--- config.mk ---
export PLATFORM = sky130hd
export DESIGN_NAME = pipe_ctrl
export DESIGN_NICKNAME = d
export VERILOG_FILES = /design/src/rtl/pipe_ctrl.sv
export SDC_FILE = /design/constraint.sdc
export NUM_CORES = 1
export LEC_CHECK = 0
export ABC_AREA = 1
export CAP_MARGIN = 5
export CORE_MARGIN = 2
export CORE_UTILIZATION = 36
export DETAILED_ROUTE_END_ITERATION = 6
export HOLD_SLACK_MARGIN = 0.1
export PLACE_DENSITY = 0.86
export SYNTH_ARGS = -nofsm -noshare
export SYNTH_HDL_FRONTEND = slang
export SYNTH_SLANG_ARGS = --single-unit
--- constraint.sdc ---
create_clock -name clk -period 1.54 [get_ports clk]
set_input_delay 0.154 -clock clk [delete_from_list [all_inputs] [get_ports clk]]
set_output_delay 0.154 -clock clk [all_outputs]
set_load 0.01 [all_outputs]
--- src/rtl/pipe_ctrl.sv ---
// Hazard resolver for the 5-stage core: turns stall/flush causes into per-register hold and flush vectors.
// Optional perf counters are built only when PIPE_CTRL_PERF_EN is defined.
module pipe_ctrl #(
    parameter int unsigned RST_CYC    = 4,
    parameter int unsigned DRAIN_CYC  = 2,
    parameter int unsigned MC_TIMEOUT = 64
) (
    input  logic        clk,
    input  logic        rst_n,
    input  logic        ld_use_i,
    input  logic        ex_start_i,
    input  logic        ex_done_i,
    input  logic        mem_wait_i,
    input  logic        br_taken_i,
    input  logic        exc_i,
    output logic [4:0]  hold_o,
    output logic [4:0]  flush_o,
    output logic        mc_timeout_o,
    output logic [31:0] stall_cnt_o,
    output logic [31:0] flush_cnt_o
);

    typedef enum logic [1:0] {
        ST_RST   = 2'd0,
        ST_RUN   = 2'd1,
        ST_MC    = 2'd2,
        ST_DRAIN = 2'd3
    } state_e;

    localparam logic [7:0] RST_LAST   = 8'(RST_CYC - 1);
    localparam logic [7:0] DRAIN_LAST = 8'(DRAIN_CYC - 1);
    localparam logic [7:0] TO_LAST    = 8'(MC_TIMEOUT - 1);

    localparam logic [4:0] V_NONE    = 5'b00000;
    localparam logic [4:0] V_PC      = 5'b00001;
    localparam logic [4:0] V_TRAP    = 5'b11110;
    localparam logic [4:0] V_DRAIN   = 5'b01110;
    localparam logic [4:0] V_MW_HOLD = 5'b01111;
    localparam logic [4:0] V_MW_FL   = 5'b10000;
    localparam logic [4:0] V_MC_HOLD = 5'b00111;
    localparam logic [4:0] V_MC_FL   = 5'b01000;
    localparam logic [4:0] V_BR_FL   = 5'b00110;
    localparam logic [4:0] V_LU_HOLD = 5'b00011;
    localparam logic [4:0] V_LU_FL   = 5'b00100;

    state_e     state_q, state_d;
    logic [7:0] cnt_q, cnt_d;
    logic       done_pend_q, done_pend_d;
    logic [4:0] hold_s, flush_s;
    logic       mc_timeout_s;
    logic       mc_stall_s;

    function automatic logic [7:0] sat_inc(input logic [7:0] v);
        sat_inc = (v == 8'hFF) ? v : v + 8'd1;
    endfunction

    // Next-state, counter and output decode; priority order exc > mem_wait > MC wait > branch > load-use.
    always_comb begin
        state_d      = state_q;
        cnt_d        = cnt_q;
        done_pend_d  = done_pend_q;
        hold_s       = V_NONE;
        flush_s      = V_NONE;
        mc_timeout_s = 1'b0;
        mc_stall_s   = (state_q == ST_MC) && !ex_done_i && !done_pend_q && (cnt_q != TO_LAST);
        case (state_q)
            ST_RST: begin
                hold_s  = V_PC;
                flush_s = V_TRAP;
                if (cnt_q == RST_LAST) begin
                    state_d = ST_RUN;
                    cnt_d   = 8'd0;
                end else begin
                    cnt_d = sat_inc(cnt_q);
                end
            end
            ST_RUN, ST_MC: begin
                if (exc_i) begin
                    flush_s     = V_TRAP;
                    state_d     = ST_DRAIN;
                    cnt_d       = 8'd0;
                    done_pend_d = 1'b0;
                end else if (mem_wait_i) begin
                    // cnt frozen; a done seen here is remembered and retires MC later
                    hold_s  = V_MW_HOLD;
                    flush_s = V_MW_FL;
                    if ((state_q == ST_MC) && ex_done_i) begin
                        done_pend_d = 1'b1;
                    end else begin
                        done_pend_d = done_pend_q;
                    end
                end else if (mc_stall_s) begin
                    hold_s  = V_MC_HOLD;
                    flush_s = V_MC_FL;
                    cnt_d   = sat_inc(cnt_q);
                end else begin
                    if (state_q == ST_MC) begin
                        state_d      = ST_RUN;
                        cnt_d        = 8'd0;
                        done_pend_d  = 1'b0;
                        mc_timeout_s = !ex_done_i && !done_pend_q;
                    end else if (ex_start_i) begin
                        state_d = ST_MC;
                        cnt_d   = 8'd0;
                    end else begin
                        state_d = ST_RUN;
                    end
                    if (br_taken_i) begin
                        flush_s = V_BR_FL;
                    end else if (ld_use_i) begin
                        hold_s  = V_LU_HOLD;
                        flush_s = V_LU_FL;
                    end else begin
                        hold_s  = V_NONE;
                        flush_s = V_NONE;
                    end
                end
            end
            ST_DRAIN: begin
                flush_s = V_DRAIN;
                if (exc_i) begin
                    cnt_d = 8'd0;
                end else if (cnt_q == DRAIN_LAST) begin
                    state_d = ST_RUN;
                    cnt_d   = 8'd0;
                end else begin
                    cnt_d = sat_inc(cnt_q);
                end
            end
            default: begin
                state_d     = ST_RST;
                cnt_d       = 8'd0;
                done_pend_d = 1'b0;
                hold_s      = V_PC;
                flush_s     = V_TRAP;
            end
        endcase
    end

    // Control state registers.
    always_ff @(posedge clk or negedge rst_n) begin
        if (!rst_n) begin
            state_q     <= ST_RST;
            cnt_q       <= 8'd0;
            done_pend_q <= 1'b0;
        end else begin
            state_q     <= state_d;
            cnt_q       <= cnt_d;
            done_pend_q <= done_pend_d;
        end
    end

    assign hold_o       = hold_s;
    assign flush_o      = flush_s;
    assign mc_timeout_o = mc_timeout_s;

`ifdef PIPE_CTRL_PERF_EN
    logic [31:0] stall_cnt_q, stall_cnt_d;
    logic [31:0] flush_cnt_q, flush_cnt_d;
    logic        stall_evt_s, flush_evt_s;

    // Perf increments; in RUN/MC only a trap or taken branch produces these two flush patterns.
    always_comb begin
        stall_evt_s = (state_q != ST_RST) && (|hold_s);
        flush_evt_s = ((state_q == ST_RUN) || (state_q == ST_MC)) &&
                      ((flush_s == V_TRAP) || (flush_s == V_BR_FL));
        if (stall_evt_s) begin
            stall_cnt_d = stall_cnt_q + 32'd1;
        end else begin
            stall_cnt_d = stall_cnt_q;
        end
        if (flush_evt_s) begin
            flush_cnt_d = flush_cnt_q + 32'd1;
        end else begin
            flush_cnt_d = flush_cnt_q;
        end
    end

    // Perf counter registers.
    always_ff @(posedge clk or negedge rst_n) begin
        if (!rst_n) begin
            stall_cnt_q <= 32'd0;
            flush_cnt_q <= 32'd0;
        end else begin
            stall_cnt_q <= stall_cnt_d;
            flush_cnt_q <= flush_cnt_d;
        end
    end

    assign stall_cnt_o = stall_cnt_q;
    assign flush_cnt_o = flush_cnt_q;
`else
    assign stall_cnt_o = 32'd0;
    assign flush_cnt_o = 32'd0;
`endif

endmodule
Placed cells, one color a class:
Bar = 20 um.
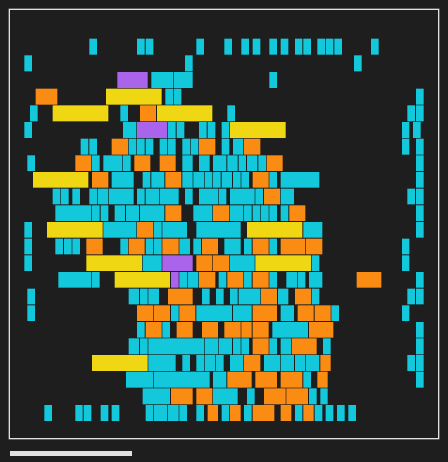
Key: yellow = flip-flops [cells 11, share of their area 14%]; cyan = all other logic [cells 216, share of their area 58%]; purple = clock drivers and dummy loads [cells 4, share of their area 2.3%]; orange = other buffers and delay cells [cells 63, share of their area 25%]
Finished Cell Area: 0.00203 mm2
row cnt: 23
sequential cell area share: 13.6%
Post-Route Utilization: 49.7%
CORE AREA: 0.00409 mm2

Selected gate families:
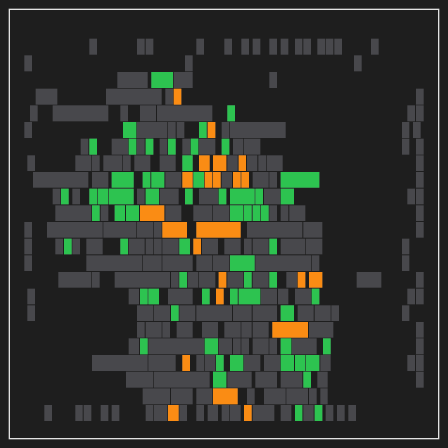
Key: green = NAND gates [cells 62]; orange = NOR gates [cells 23]

Sequential cells colored by netlist name:
Bar = 20 um. Other sequential cells in the stronger gray, the rest of the logic in the fainter gray.
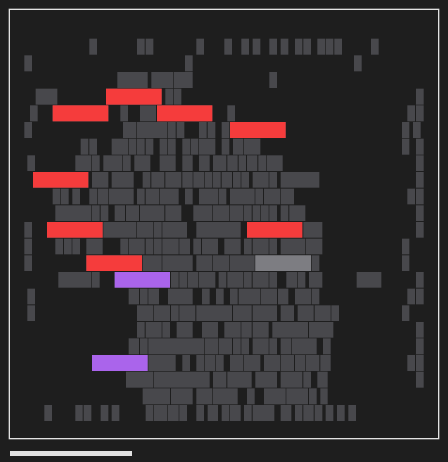
Key: red = `cnt_q` [sequential cells 8]; purple = `state_q` [sequential cells 2]
Sequential Power: 292 uW
Register Area: 275 um2

Metal layers overlaid:
Bar = 20 um. Only two layers are drawn.
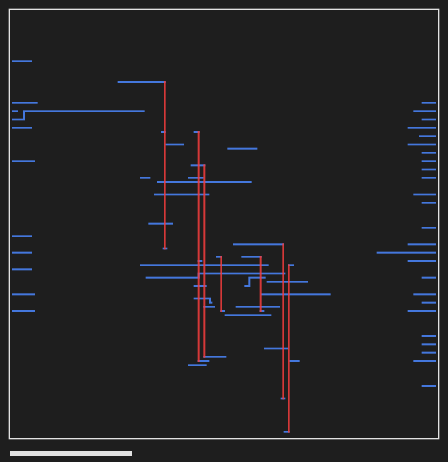
Key: blue = met3 [wire length 293 um]; red = met4 [wire length 166 um]
routed length per instance: 12.0 um
GRT Overall Usage: 13.8%
vias after detailed routing: 1512
WL final: 4150 um

==> results.py <==
# Flow results
metrics = {
    "layout": {
        "n_antenna_cell": 0,
        "ff_count": 11,
        "layout-drive-gt1-share_pct": 35.4,
        "layout_top_cells": "conb_1 (66), buf_4 (42), nand2_1 (35)",
        "clock_cell_area_share_pct": 2.22,
        "comb_area_share_pct": 49.4,
    },
    "placement": {
        "place_area_mm2": 0.00180,
        "port_buffers": 16,
    },
    "clocking": {
        "insertion_delay_ps": 240,
        "cts_tree": "yes",
        "postCtsSetupRepairBufs": 6,
        "clk_pin_slew_ps": 50,
    },
    "timing": {
        "min_period_ps": 1960,
        "setup_ws_ps": -417,
        "setup_viol": 20,
        "max_clock_freq_mhz": 511,
        "tns_ps": -4720,
    },
    "global_routing": {
        "first_global_vias": 1289,
        "gr-usage-met2_pct": 25.4,
        "grt_pass1_wl_um": 5550,
    },
    "yosys": {
        "yosysWarnings": 0,
        "mux_share_pct": 0,
        "synth_top_area_share_pct": 31.7,
        "adder_share_pct": 5.60,
        "top_cell": "buf_4",
        "syn_area_mm2": 0.00156,
    },
    "status": {
        "violations": "setup timing",
        "status": "complete, but fails checks",
    },
    "pwr": {
        "vdd_drop_max_mv": 0.280,
        "power-top-group": "the clock network",
        "clkPwrFrac_pct": 40.9,
        "switching_power_uw": 225,
        "power_leakage_uw": 0.00116,
        "p_comb_uw": 136,
    },
    "setup_path": {
        "crit_end": "flush_o[4]",
        "arrival_ps": 1800,
        "r2r-start": "state_q[0]$_DFFE_PN0P_",
        "cp_max_fo": 3,
        "rr_endpoint": "cnt_q[5]$_DFFE_PN0P_",
        "crit_required_ps": 1390,
        "rr_worst_depth": 12,
        "slowest_delay_ps": 350,
        "crit_buf_inv": 6,
    },
    "drt": {
        "ant_nets": 0,
        "highest_layer": "met4",
        "dr.pass1.iters": 4,
        "routed-wl-met2_um": 2250,
    },
    "floorplan": {
        "chipWidth_um": 69.9,
        "tap-cell-count": 50,
    },
}
Power is estimated from default activity; no workload was simulated.
